File: src/rtl/accel_sched_pkg.sv
// Shared types and default widths for the M/N wave scheduler and its counter chain.
package accel_sched_pkg;

  localparam int DEFAULT_WIDTH       = 8;
  localparam int DEFAULT_KWIDTH      = 8;
  localparam int DEFAULT_TIMEOUT_CYC = 1024;

  typedef enum logic [1:0] {
    IDLE,
    START,
    WAIT,
    DONE
  } sched_state_e;

endpackage

File: src/rtl/sched_watchdog.sv
// Wave watchdog: counts cycles spent waiting for the chain and flags a stall.
// Only instantiated when SCHED_WATCHDOG_EN is defined.
module sched_watchdog #(
  parameter int Timeout_Cyc = 1024
) (
  input  logic clk_i,
  input  logic rst_i,
  input  logic wait_i,
  input  logic done_i,
  output logic timeout_o
);

  localparam int CntW = $clog2(Timeout_Cyc + 1);

  logic [CntW-1:0] r_cnt;

  // The count restarts on every wave exit, so each pass gets its own budget.
  always_ff @(posedge clk_i) begin
    if (rst_i || !wait_i || done_i) begin
      r_cnt <= '0;
    end else begin
      r_cnt <= r_cnt + CntW'(1);
    end
  end

  assign timeout_o = wait_i && !done_i && (r_cnt == CntW'(Timeout_Cyc - 1));

endmodule

File: src/rtl/mn_wave_scheduler.sv
// Job-level controller that launches one wave per K pass into the M/N counter chain.
// Optional stall watchdog enabled by defining SCHED_WATCHDOG_EN.
module mn_wave_scheduler
  import accel_sched_pkg::*;
#(
  parameter int Width       = DEFAULT_WIDTH,
  parameter int Kwidth      = DEFAULT_KWIDTH,
  parameter int Timeout_Cyc = DEFAULT_TIMEOUT_CYC
) (
  input  logic              clk_i,
  input  logic              rst_i,
  input  logic              cfg_valid_i,
  output logic              cfg_ready_o,
  input  logic [Width-1:0]  cfg_m_size_i,
  input  logic [Width-1:0]  cfg_n_size_i,
  input  logic [Kwidth-1:0] cfg_k_passes_i,
  input  logic              abort_i,
  output logic              ctr_start_o,
  output logic [Width-1:0]  ctr_m_size_o,
  output logic [Width-1:0]  ctr_n_size_o,
  input  logic              ctr_done_i,
  output logic              busy_o,
  output logic [Kwidth-1:0] pass_cnt_o,
  output logic              job_done_o,
  output logic              err_o
);

  sched_state_e      r_state;
  sched_state_e      w_next_state;
  logic [Width-1:0]  r_m_size;
  logic [Width-1:0]  r_n_size;
  logic [Kwidth-1:0] r_k_passes;
  logic [Kwidth-1:0] r_pass_cnt;
  logic [Kwidth-1:0] w_pass_next;
  logic              w_accept;
  logic              w_pass_inc;
  logic              w_in_wait;
  logic              w_timeout;
  logic              w_start;
  logic              w_job_done;
  logic              w_ready;
  logic              w_busy;

  assign w_in_wait   = (r_state == WAIT);
  assign w_accept    = (r_state == IDLE) && cfg_valid_i;
  assign w_pass_next = r_pass_cnt + Kwidth'(1);
  assign w_pass_inc  = w_in_wait && ctr_done_i && !abort_i && !w_timeout;

`ifdef SCHED_WATCHDOG_EN
  logic r_err;

  sched_watchdog #(
    .Timeout_Cyc(Timeout_Cyc)
  ) u_watchdog (
    .clk_i    (clk_i),
    .rst_i    (rst_i),
    .wait_i   (w_in_wait),
    .done_i   (ctr_done_i),
    .timeout_o(w_timeout)
  );

  always_ff @(posedge clk_i) begin
    if (rst_i) begin
      r_err <= 1'b0;
    end else if (w_timeout) begin
      r_err <= 1'b1;
    end
  end

  assign err_o = r_err;
`else
  logic w_unused_timeout;

  assign w_unused_timeout = (Timeout_Cyc > 0);
  assign w_timeout        = 1'b0;
  assign err_o            = 1'b0;
`endif

  always_ff @(posedge clk_i) begin
    if (rst_i) begin
      r_state    <= IDLE;
      r_m_size   <= '0;
      r_n_size   <= '0;
      r_k_passes <= '0;
      r_pass_cnt <= '0;
    end else begin
      r_state <= w_next_state;
      if (w_accept) begin
        r_m_size   <= cfg_m_size_i;
        r_n_size   <= cfg_n_size_i;
        r_k_passes <= cfg_k_passes_i;
        r_pass_cnt <= '0;
      end else if (w_pass_inc) begin
        r_pass_cnt <= w_pass_next;
      end
    end
  end

  // Abort and watchdog expiry override any transition; a START cycle still emits its pulse.
  always_comb begin
    w_next_state = r_state;
    w_start      = 1'b0;
    w_job_done   = 1'b0;
    w_ready      = 1'b0;
    w_busy       = 1'b1;
    case (r_state)
      IDLE: begin
        w_ready = 1'b1;
        w_busy  = 1'b0;
        if (cfg_valid_i) begin
          w_next_state = (cfg_k_passes_i != '0) ? START : DONE;
        end
      end
      START: begin
        w_start      = 1'b1;
        w_next_state = WAIT;
      end
      WAIT: begin
        if (ctr_done_i) begin
          w_next_state = (w_pass_next == r_k_passes) ? DONE : START;
        end
      end
      DONE: begin
        w_job_done   = 1'b1;
        w_next_state = IDLE;
      end
      default: begin
        w_next_state = IDLE;
      end
    endcase
    if ((r_state != IDLE) && (abort_i || w_timeout)) begin
      w_next_state = IDLE;
    end
  end

  assign cfg_ready_o  = w_ready;
  assign busy_o       = w_busy;
  assign ctr_start_o  = w_start;
  assign job_done_o   = w_job_done;
  assign ctr_m_size_o = r_m_size;
  assign ctr_n_size_o = r_n_size;
  assign pass_cnt_o   = r_pass_cnt;

endmodule
File: config.mk
export PLATFORM = sky130hd
export DESIGN_NAME = mn_wave_scheduler
export DESIGN_NICKNAME = d
export VERILOG_FILES = /design/src/rtl/accel_sched_pkg.sv /design/src/rtl/sched_watchdog.sv /design/src/rtl/mn_wave_scheduler.sv
export SDC_FILE = /design/constraint.sdc
export NUM_CORES = 1
export LEC_CHECK = 0
export CORE_MARGIN = 2
export CORE_UTILIZATION = 40
export DETAILED_ROUTE_END_ITERATION = 6
export GPL_ROUTABILITY_DRIVEN = 0
export PLACE_DENSITY = 0.73
export SETUP_SLACK_MARGIN = 0.4
export SYNTH_ARGS = -nofsm -noshare
export SYNTH_HDL_FRONTEND = slang
export SYNTH_SLANG_ARGS = --single-unit
export TNS_END_PERCENT = 5
File: constraint.sdc
create_clock -name clk_i -period 2.2 [get_ports clk_i]
set_input_delay 0.22 -clock clk_i [delete_from_list [all_inputs] [get_ports clk_i]]
set_output_delay 0.22 -clock clk_i [all_outputs]
set_load 0.1 [all_outputs]
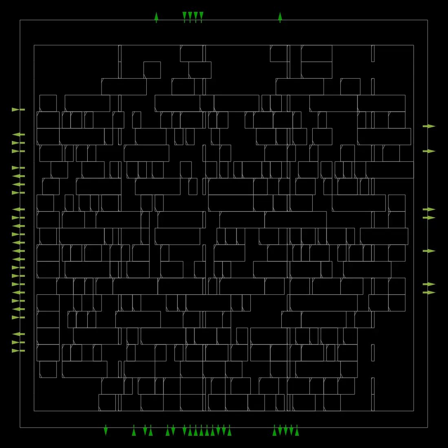
Figure 1: cell placement.
Cell Rows: 22
core area: 3716 µm²
fraction of area in registers: 31.20%

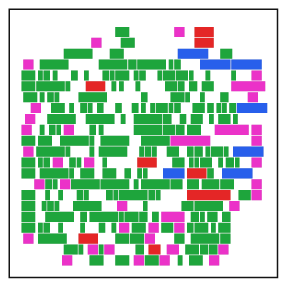
Figure 2: sizing map.
Drawn at 4 px/µm.
legend:
  drive 2:
    color: blue
    cells: 7
    share: 2.8%
  drive 1 or less:
    color: green
    cells: 197
    share: 79%
  drive 3 to 4:
    color: magenta
    cells: 38
    share: 15%
  drive 6 and up:
    color: red
    cells: 8
    share: 3.2%
buffer count excluding the clock tree in the final layout: 61
Finished Cell Area: 2230 µm²
Area Overhead vs Synth: 41.88%

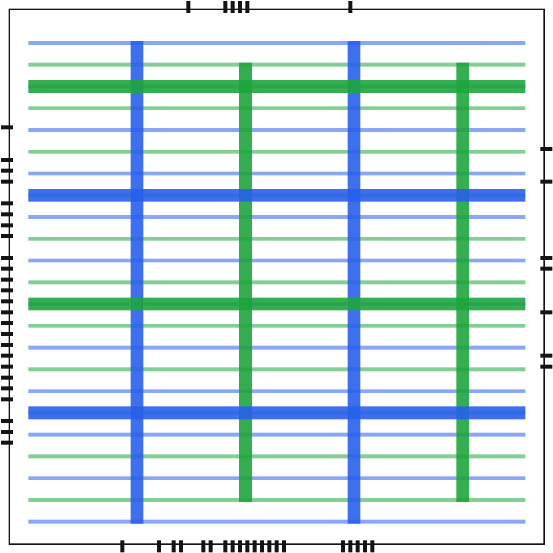
Figure 3: power grid.
Drawn at 8 px/µm. Pins as bars on the die edge.
legend:
  VSS:
    color: blue
  VDD:
    color: green
met1 rails: 23
rows: 22
maximum VDD drop: 0.4144 mV
die outline width: 66.68 µm

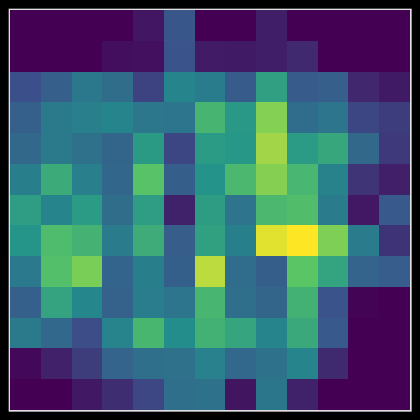
Figure 4: wiring heat map.
Drawn at 6 px/µm. 13 x 13 tiles, from dark purple (low) to yellow (high), scaled to the fullest tile. Values are wire area over tile area, all layers added.
nearly empty tiles: 16%
tiles over half the peak: 25%
fullest tile: 0.40
GRT Overall Usage: 18.69%
total via count in the routed design: 1454

==> flip-flops by register name, indices dropped and copies added (netlist names) <==
register	count
ctr_m_size_o	8
ctr_n_size_o	8
pass_cnt_o	8
r_k_passes	8
r_state	2
==> power groups by stage <==
stage / registers (mW) / logic (mW) / clock network [mW]
2_1_floorplan: 0.806 / 0.145 / 0
3_3_place_gp: 0.677 / 0.379 / 0
3_5_place_dp: 0.678 / 0.381 / 0
4_1_cts: 0.664 / 0.381 / 0.600
5_1_grt: 0.668 / 0.401 / 0.629
6_report: 0.664 / 0.378 / 0.590
==> worst register-to-register path, stage by stage, from the launching register on <==
cell       delay [ns]
dfxtp_4          0.38
ha_1             0.26
and3_1           0.26
xnor2_1          0.17
a2111oi_4        0.37
a22o_1           0.16
==> commit_impl_results.txt <==
Record implementation results from latest flow run

* Number of antenna violations at the first check in global routing: 0
* Routed WL: 3689 µm
- Among the non-sequential cells, simple AND/OR/NAND/NOR gates take the most area.
- Wire segments on met2 add up to 1797 µm in the final route.
- Yosys reports a chip area of 1572 µm².
- The flow ran to the end, and the final reports show no timing, DRC or antenna violations.
* Floorplan-stage core utilization: 42.29%
- Number of buffers inserted for hold repair after clock tree synthesis: 0
* Critical path class: reg2reg
- Storage cell area: 695.7 µm²
- In this run, the number of DRC markers left after iteration 0 of detailed routing was 68.
- Leaving out the clock tree, the finished layout contains an inverter count of 5.
- Required time of the worst setup path: 2.44 ns
* Final worst hold slack: 0.4577 ns
- Grouping stages by cell kind, the critical path spends the most delay in AND-OR/OR-AND gates.
- Recorded from the global router log, the overflow total was 0.
- In this build the clock could be raised as far as 0.6029 GHz.
- Counting instances, the worst hold path has a depth of 2.
* Placed Instances: 291
* Crit path launch type: flop
- Sequential cells burn 40.7% of the power.
- Cell chosen for the clock root: clkbuf_8
* Number of antenna cells inserted: 0
- Final hold violations: 0
- At floorplan, the net count of the design was reported as 225.
- Setup bufs post-CTS: 0
- Worst setup endpoint: r_state[1]
- # Max-Cap Violations: 0
- Critical path, cell by cell: ha_1, and3_1, xnor2_1, a2111oi_4, a22o_1
- The clock network burns 36.2% of the power.
- First element of the critical path: pass_cnt_o[0]
- In the synthesized netlist, mux cells make up 1.274% of the area.
- Combinational fraction of the cell area: 36.31%
- In the global route stage, met2 resource usage came out at 30.88%.
- Leading cell kind: logic gates
- Looking at the clock tree report, the H-tree level count equals 2.
- In this run the most critical hold path is launched from ctr_m_size_o[2].
* Clock buffer count from CTS: 5
- Counting the warning lines in the Yosys log gives 0.
- Highest cell delay on the worst timing path: 0.38 ns
- Sequential element share of the synthesized area: 43.31%
- Cells fill 60.00% of the core in the end.
* DRT met1 WL: 1574 µm
- In the routed layout, each cell is associated on average with a via count of 4.879.
- Clock Sinks: 34
Power is estimated from default activity; no workload was simulated.
